Fig. 1: supply network
Scale bar: 100 um. Pins as bars on the die edge.
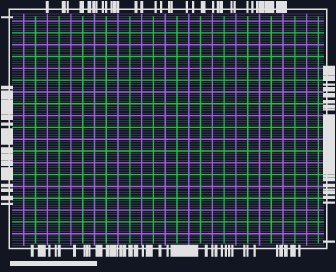
Fig. 2: cells colored by class
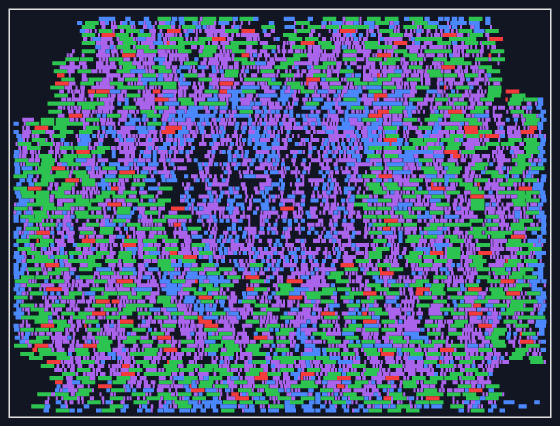
Fig. 3: clock distribution
Scale bar: 100 um.
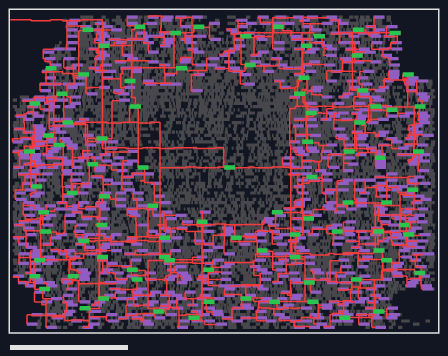
Fig. 4: signal wires by layer
Scale bar: 100 um.
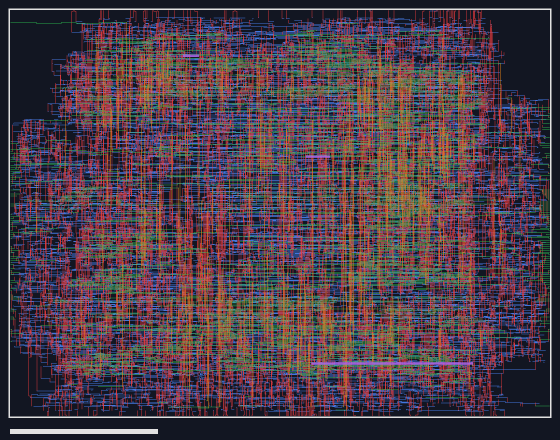
Fig. 5: clock nets
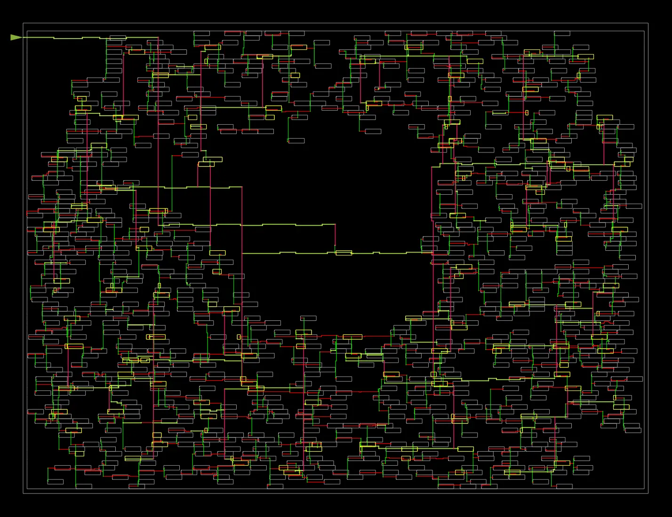
<file path="src/rtl/pd_result_scan.sv">
// pd_result_scan: sweeps the power-detect RAM after a trigger, pairs the lo/hi
// halves into 64-bit subframe powers, accumulates a saturated sum and a peak
// per antenna, then streams one result record per antenna (valid/ready).
// Stream handshake: a record is transferred on a rising clk edge where
// o_valid && i_ready; while o_valid && !i_ready every record field is held.
module pd_result_scan #(
   parameter int SF_ADDR_NUM = 20,
   parameter int ANT_NUM     = 4,
   parameter int RD_LAT      = 3,
   parameter int ANW         = $clog2(ANT_NUM),
   parameter int SANW        = $clog2(SF_ADDR_NUM),
   parameter int ADNW        = SANW + ANW
) (
   input  logic            clk,
   input  logic            reset,
   input  logic            trig,
   input  logic [63:0]     i_thr_lo,
   input  logic [63:0]     i_thr_hi,
   output logic [ADNW:0]   o_raddr,
   input  logic [31:0]     i_rdata,
   output logic            o_valid,
   input  logic            i_ready,
   output logic [ANW-1:0]  o_ant,
   output logic [63:0]     o_sum,
   output logic [63:0]     o_max,
   output logic [SANW-1:0] o_max_sf,
   output logic [1:0]      o_alarm,
   output logic            o_sat,
   output logic            o_busy,
   output logic            o_done,
   output logic            o_trig_miss
);

   localparam logic [ADNW:0]  LAST_ADDR = (ADNW+1)'(2*SF_ADDR_NUM*ANT_NUM - 1);
   localparam logic [ANW-1:0] LAST_ANT  = ANW'(ANT_NUM - 1);

   typedef enum logic [2:0] {S_IDLE, S_SCAN, S_DRAIN, S_EMIT, S_DONE} state_t;

   state_t state_q, state_d;

   logic [ADNW:0]   raddr_q;
   logic [63:0]     thr_lo_q, thr_hi_q;
   logic [31:0]     lo_q;

   // read tag pipeline, stage RD_LAT-1 lines up with i_rdata
   logic [RD_LAT-1:0] tag_v_q, tag_h_q;
   logic [ANW-1:0]    tag_ant_q [RD_LAT];
   logic [SANW-1:0]   tag_sf_q  [RD_LAT];

   // per-antenna accumulators
   logic [63:0]     sum_q    [ANT_NUM];
   logic [63:0]     max_q    [ANT_NUM];
   logic [SANW-1:0] max_sf_q [ANT_NUM];
   logic            sat_q    [ANT_NUM];

   // record registers
   logic            valid_q, busy_q, done_q, miss_q, rsat_q;
   logic [ANW-1:0]  emit_ant_q, rant_q;
   logic [63:0]     rsum_q, rmax_q;
   logic [SANW-1:0] rmax_sf_q;
   logic [1:0]      ralarm_q;

   logic            ret_v, ret_h, pending, hs, last_hs;
   logic [ANW-1:0]  ret_ant, rec_sel;
   logic [SANW-1:0] ret_sf;
   logic [63:0]     word;
   logic [64:0]     sum_ext;

   assign ret_v   = tag_v_q[RD_LAT-1];
   assign ret_h   = tag_h_q[RD_LAT-1];
   assign ret_ant = tag_ant_q[RD_LAT-1];
   assign ret_sf  = tag_sf_q[RD_LAT-1];
   assign word    = {i_rdata, lo_q};
   assign sum_ext = {1'b0, sum_q[ret_ant]} + {1'b0, word};
   assign hs      = (state_q == S_EMIT) && valid_q && i_ready;
   assign last_hs = hs && (emit_ant_q == LAST_ANT);
   assign rec_sel = hs ? emit_ant_q + 1'b1 : emit_ant_q;

   // reads still in flight ahead of the retiring stage
   always_comb begin
      pending = 1'b0;
      for (int i = 0; i < RD_LAT-1; i++) pending = pending | tag_v_q[i];
   end

   // next-state logic
   always_comb begin
      state_d = state_q;
      case (state_q)
         S_IDLE:  if (trig) state_d = S_SCAN;
         S_SCAN:  if (raddr_q == LAST_ADDR) state_d = S_DRAIN;
         S_DRAIN: if (ret_v && !pending) state_d = S_EMIT;
         S_EMIT:  if (last_hs) state_d = S_DONE;
         S_DONE:  state_d = S_IDLE;
         default: state_d = S_IDLE;
      endcase
   end

   // state register
   always_ff @(posedge clk or negedge reset) begin
      if (!reset) state_q <= S_IDLE;
      else        state_q <= state_d;
   end

   // address generator and read tag pipeline
   always_ff @(posedge clk or negedge reset) begin
      if (!reset) begin
         raddr_q <= '0;
         tag_v_q <= '0;
         tag_h_q <= '0;
         for (int i = 0; i < RD_LAT; i++) begin
            tag_ant_q[i] <= '0;
            tag_sf_q[i]  <= '0;
         end
      end else begin
         if (state_q == S_SCAN && raddr_q != LAST_ADDR) raddr_q <= raddr_q + 1'b1;
         else if (state_q == S_DONE)                    raddr_q <= '0;
         tag_v_q[0]   <= (state_q == S_SCAN);
         tag_h_q[0]   <= raddr_q[0];
         tag_ant_q[0] <= raddr_q[ANW:1];
         tag_sf_q[0]  <= raddr_q[ADNW:ANW+1];
         for (int i = 1; i < RD_LAT; i++) begin
            tag_v_q[i]   <= tag_v_q[i-1];
            tag_h_q[i]   <= tag_h_q[i-1];
            tag_ant_q[i] <= tag_ant_q[i-1];
            tag_sf_q[i]  <= tag_sf_q[i-1];
         end
      end
   end

   // thresholds and per-antenna sum / peak accumulation
   always_ff @(posedge clk or negedge reset) begin
      if (!reset) begin
         thr_lo_q <= '0;
         thr_hi_q <= '0;
         lo_q     <= '0;
         for (int a = 0; a < ANT_NUM; a++) begin
            sum_q[a] <= '0; max_q[a] <= '0; max_sf_q[a] <= '0; sat_q[a] <= 1'b0;
         end
      end else if (state_q == S_IDLE && trig) begin
         thr_lo_q <= i_thr_lo;
         thr_hi_q <= i_thr_hi;
         for (int a = 0; a < ANT_NUM; a++) begin
            sum_q[a] <= '0; max_q[a] <= '0; max_sf_q[a] <= '0; sat_q[a] <= 1'b0;
         end
      end else if (ret_v) begin
         if (!ret_h) begin
            lo_q <= i_rdata;
         end else begin
            if (sum_ext[64]) begin
               sum_q[ret_ant] <= '1;
               sat_q[ret_ant] <= 1'b1;
            end else begin
               sum_q[ret_ant] <= sum_ext[63:0];
            end
            // strict compare keeps the lowest subframe on ties
            if (word > max_q[ret_ant]) begin
               max_q[ret_ant]    <= word;
               max_sf_q[ret_ant] <= ret_sf;
            end
         end
      end
   end

   // record emission, busy/done/miss flags
   always_ff @(posedge clk or negedge reset) begin
      if (!reset) begin
         valid_q <= 1'b0; busy_q <= 1'b0; done_q <= 1'b0; miss_q <= 1'b0;
         emit_ant_q <= '0; rant_q <= '0; rsum_q <= '0; rmax_q <= '0;
         rmax_sf_q <= '0; ralarm_q <= '0; rsat_q <= 1'b0;
      end else begin
         miss_q <= trig && (state_q != S_IDLE);
         done_q <= last_hs;
         if (state_q == S_IDLE && trig) busy_q <= 1'b1;
         else if (last_hs)              busy_q <= 1'b0;
         if (state_q == S_DRAIN) begin
            emit_ant_q <= '0;
            valid_q    <= 1'b0;
         end else if (state_q == S_EMIT) begin
            if (last_hs) begin
               valid_q <= 1'b0;
            end else if (!valid_q || hs) begin
               valid_q    <= 1'b1;
               emit_ant_q <= rec_sel;
               rant_q     <= rec_sel;
               rsum_q     <= sum_q[rec_sel];
               rmax_q     <= max_q[rec_sel];
               rmax_sf_q  <= max_sf_q[rec_sel];
               rsat_q     <= sat_q[rec_sel];
               ralarm_q   <= {max_q[rec_sel] > thr_hi_q, sum_q[rec_sel] < thr_lo_q};
            end
         end
      end
   end

   assign o_raddr     = raddr_q;
   assign o_valid     = valid_q;
   assign o_ant       = rant_q;
   assign o_sum       = rsum_q;
   assign o_max       = rmax_q;
   assign o_max_sf    = rmax_sf_q;
   assign o_alarm     = ralarm_q;
   assign o_sat       = rsat_q;
   assign o_busy      = busy_q;
   assign o_done      = done_q;
   assign o_trig_miss = miss_q;

endmodule

</file>
<file path="config.mk">
export PLATFORM = sky130hd
export DESIGN_NAME = pd_result_scan
export DESIGN_NICKNAME = d
export VERILOG_FILES = /design/src/rtl/pd_result_scan.sv
export SDC_FILE = /design/constraint.sdc
export NUM_CORES = 2
export LEC_CHECK = 0
export ABC_AREA = 1
export CAP_MARGIN = 20
export CORE_ASPECT_RATIO = 0.75
export CORE_MARGIN = 2
export CORE_UTILIZATION = 52
export CTS_CLUSTER_SIZE = 12
export DETAILED_ROUTE_END_ITERATION = 10
export PLACE_DENSITY_LB_ADDON = 0.25
export SYNTH_ARGS = -nofsm -noshare
export SYNTH_HDL_FRONTEND = slang
export SYNTH_SLANG_ARGS = --single-unit
</file>
<file path="constraint.sdc">
create_clock -name clk -period 3.78 [get_ports clk]
set_clock_uncertainty 0.1 [all_clocks]
set_input_delay 0.756 -clock clk [delete_from_list [all_inputs] [get_ports clk]]
set_output_delay 0.756 -clock clk [all_outputs]
set_load 0.01 [all_outputs]
</file>
==> flow_summary.ini <==
; physical design summary
[timing]
final_critical_path_setup_slack_ns = -0.373
timing.final.crit_period_ns = 4.15
max-slew-margin-rel_pct = 47.6
worst_hold_margin_ns = 0.247
setup_viol_count_final = 537
worstMarginPinSlew_ns = 0.786

[critical_path]
worst-path-max-fanout = 9
cp_top_family = simple AND/OR/NAND/NOR gates
reg2reg_slack_ns = -0.37
critical-path-max-stage-delay_ns = 0.46
crit_buf_inv = 10
worst_r2r_path_depth = 24
crit_path_cell_count = 24
worstPathCellList = nand2_4 > clkinv_8 > buf_12 > buf_12 > buf_4 > a22oi_1 > nand2_1 > ha_1 > nand2_1 > nor3_2 > nand2_1 > nor2_2 > inv_1 > nor2_2 > nor4_4 > buf_4 > buf_12 > nand2_8 > inv_4 > buf_4 > buf_4 > o21ai_1 > nand3_1 > o21ai_1
criticalPathCategory = register to register
reg2reg_from = ret_ant[0]$_DFF_PN0_
crit_path_start_kind = register
critical_path.reg2reg.endpoint = sum_q[67]$_DFFE_PN0P_
cp.arrival_ns = 4.66

[cells_and_area]
top_regs = max_q: 256 flops, sum_q: 256 flops
area.combinational_sq_mm = 0.0266
layout_top_cells = sky130_fd_sc_hd__nand2_1, sky130_fd_sc_hd__o21ai_0, sky130_fd_sc_hd__dfrtp_1
layout-drive-gt1-share_pct = 20.1
flop_area_sq_mm = 0.0220
finish.net_count = 7877

[detailed_routing]
via_count = 54395
detail-route-antenna-nets = 0
detail_route.iter0.violations = 8013
routed_via_density = 6.17
post-route-drc-count = 0
route.layer.met1.wl_mm = 81.2

[placed_design]
post-place-cells = 8558
placedInstanceArea_sq_mm = 0.0613
hpwlAfterDp_mm = 137
placement.io_buffers = 313

[global_routing]
groute.layer.met2.usage_pct = 56.8
grt_pass1_wl_mm = 309
globalRoute.busiestLayer = met2
global_route.usage.met1_pct = 56.5
use_met3_pct = 12.2
vias_in_the_first_global_route = 51998

[floorplan]
fp_util_pct = 52.7
ioPinCount = 314

[job]
maxCapViolations = 0

[clock_tree]
htreeDepth = 3
cts.reportedPaths.clkPinSlew_ns = 0.07
post-cts-setup-buffer-count = 67
post_cts_resize_count = 383
clk_path_buf_depth = 3

[yosys]
dominantRegCellSynth = sky130_fd_sc_hd__dfrtp_1
synthDistinctLibCells = 65
top_cells_by_count = sky130_fd_sc_hd__nand2_1, sky130_fd_sc_hd__o21ai_0, sky130_fd_sc_hd__dfrtp_1, sky130_fd_sc_hd__nor2_1, sky130_fd_sc_hd__inv_1
synth_top_area_share_pct = 43.5
post-synth-top-area-cell = sky130_fd_sc_hd__dfrtp_1
yosys-top-cells-area = sky130_fd_sc_hd__dfrtp_1, sky130_fd_sc_hd__nand2_1, sky130_fd_sc_hd__o21ai_0
ys_area_sq_mm = 0.0505
floorplan.nets = 6914

[min_path]
count_of_cells_along_the_worst_hold_path = 0
whs_endpoint = tag_ant_q[2]$_DFF_PN0_
hold_path.class = register to register

[power]
power_density_mw_per_mm2 = 1100
power.leakage_nw = 31.6

[run_status]
outcome = finished with violations
violated_checks = setup timing
-- Fig. 1 (at the start) --
[VSS] purple
[VDD] green
signal pins: 314
met5 straps: 19
Die X-Extent: 364 um
vertical die dimension: 274 um
area inside the core boundary: 0.0958 sq mm

-- Fig. 2 (at the start) --
[other buffers and delay cells] blue | cells: 1294 | share of their area: 19%
[flip-flops] green | cells: 878 | share of their area: 33%
[all other logic] purple | cells: 5191 | share of their area: 43%
[clock drivers and dummy loads] red | cells: 147 | share of their area: 4.3%
area of all placed cells without fillers: 0.0677 sq mm
Finished Core Util: 70.7%
sequential share of cell area: 32.4%
number of rows created at floorplan: 98

-- Fig. 3 (at the start) --
[clock wires] red | length: 11600 um
[cells driving clock nets] green | count: 90
[flip-flops] purple | count: 878
routed clock nets: 91
clock-net power: 8.86 mW
clock share of power: 11.9%

-- Fig. 4 (at the start) --
[met3] green | wire length: 28.8 mm
[met2] red | wire length: 82.8 mm
[met4] orange | wire length: 10600 um
[met5] purple | wire length: 132 um
[met1] blue | wire length: 81.2 mm
final WL: 204 mm
wire length per cell: 23.1 um
GRT Util Overall: 40.2%

-- Fig. 5 (at the start) --
TritonCTS Buffers: 90
registers: 878
Skew-Pair Late Insertion Delay: 0.71 ns

-- cell type report --
| class | count | area share [%] |
|---|---|---|
| Antenna cell | 2 | 0.00739 |
| Clock buffer | 135 | 3.95 |
| Sequential cell | 878 | 32.4 |
| Timing Repair Buffer | 1294 | 18.8 |
| Multi-Input combinational cell | 4680 | 39.3 |
| Tap cell | 1300 | 2.40 |
| Clock inverter | 12 | 0.201 |
| Inverter | 511 | 2.93 |
-- report_power, final --
group	total, mW	internal (mW)	switching, mW
clock	8.86	4.93	3.93
sequential	15.9	13.0	2.92
combinational	49.7	20.8	28.9
-- logic make-up after synthesis --
logic type / share of synthesized area [%]
xor+xnor: 0.676
mux: 0.689
flops: 43.5
simple gates: 20.4
compound gates: 20.9
buf+inv: 7.36
fa+ha+maj: 6.41
Power and IR drop assume default switching activity.
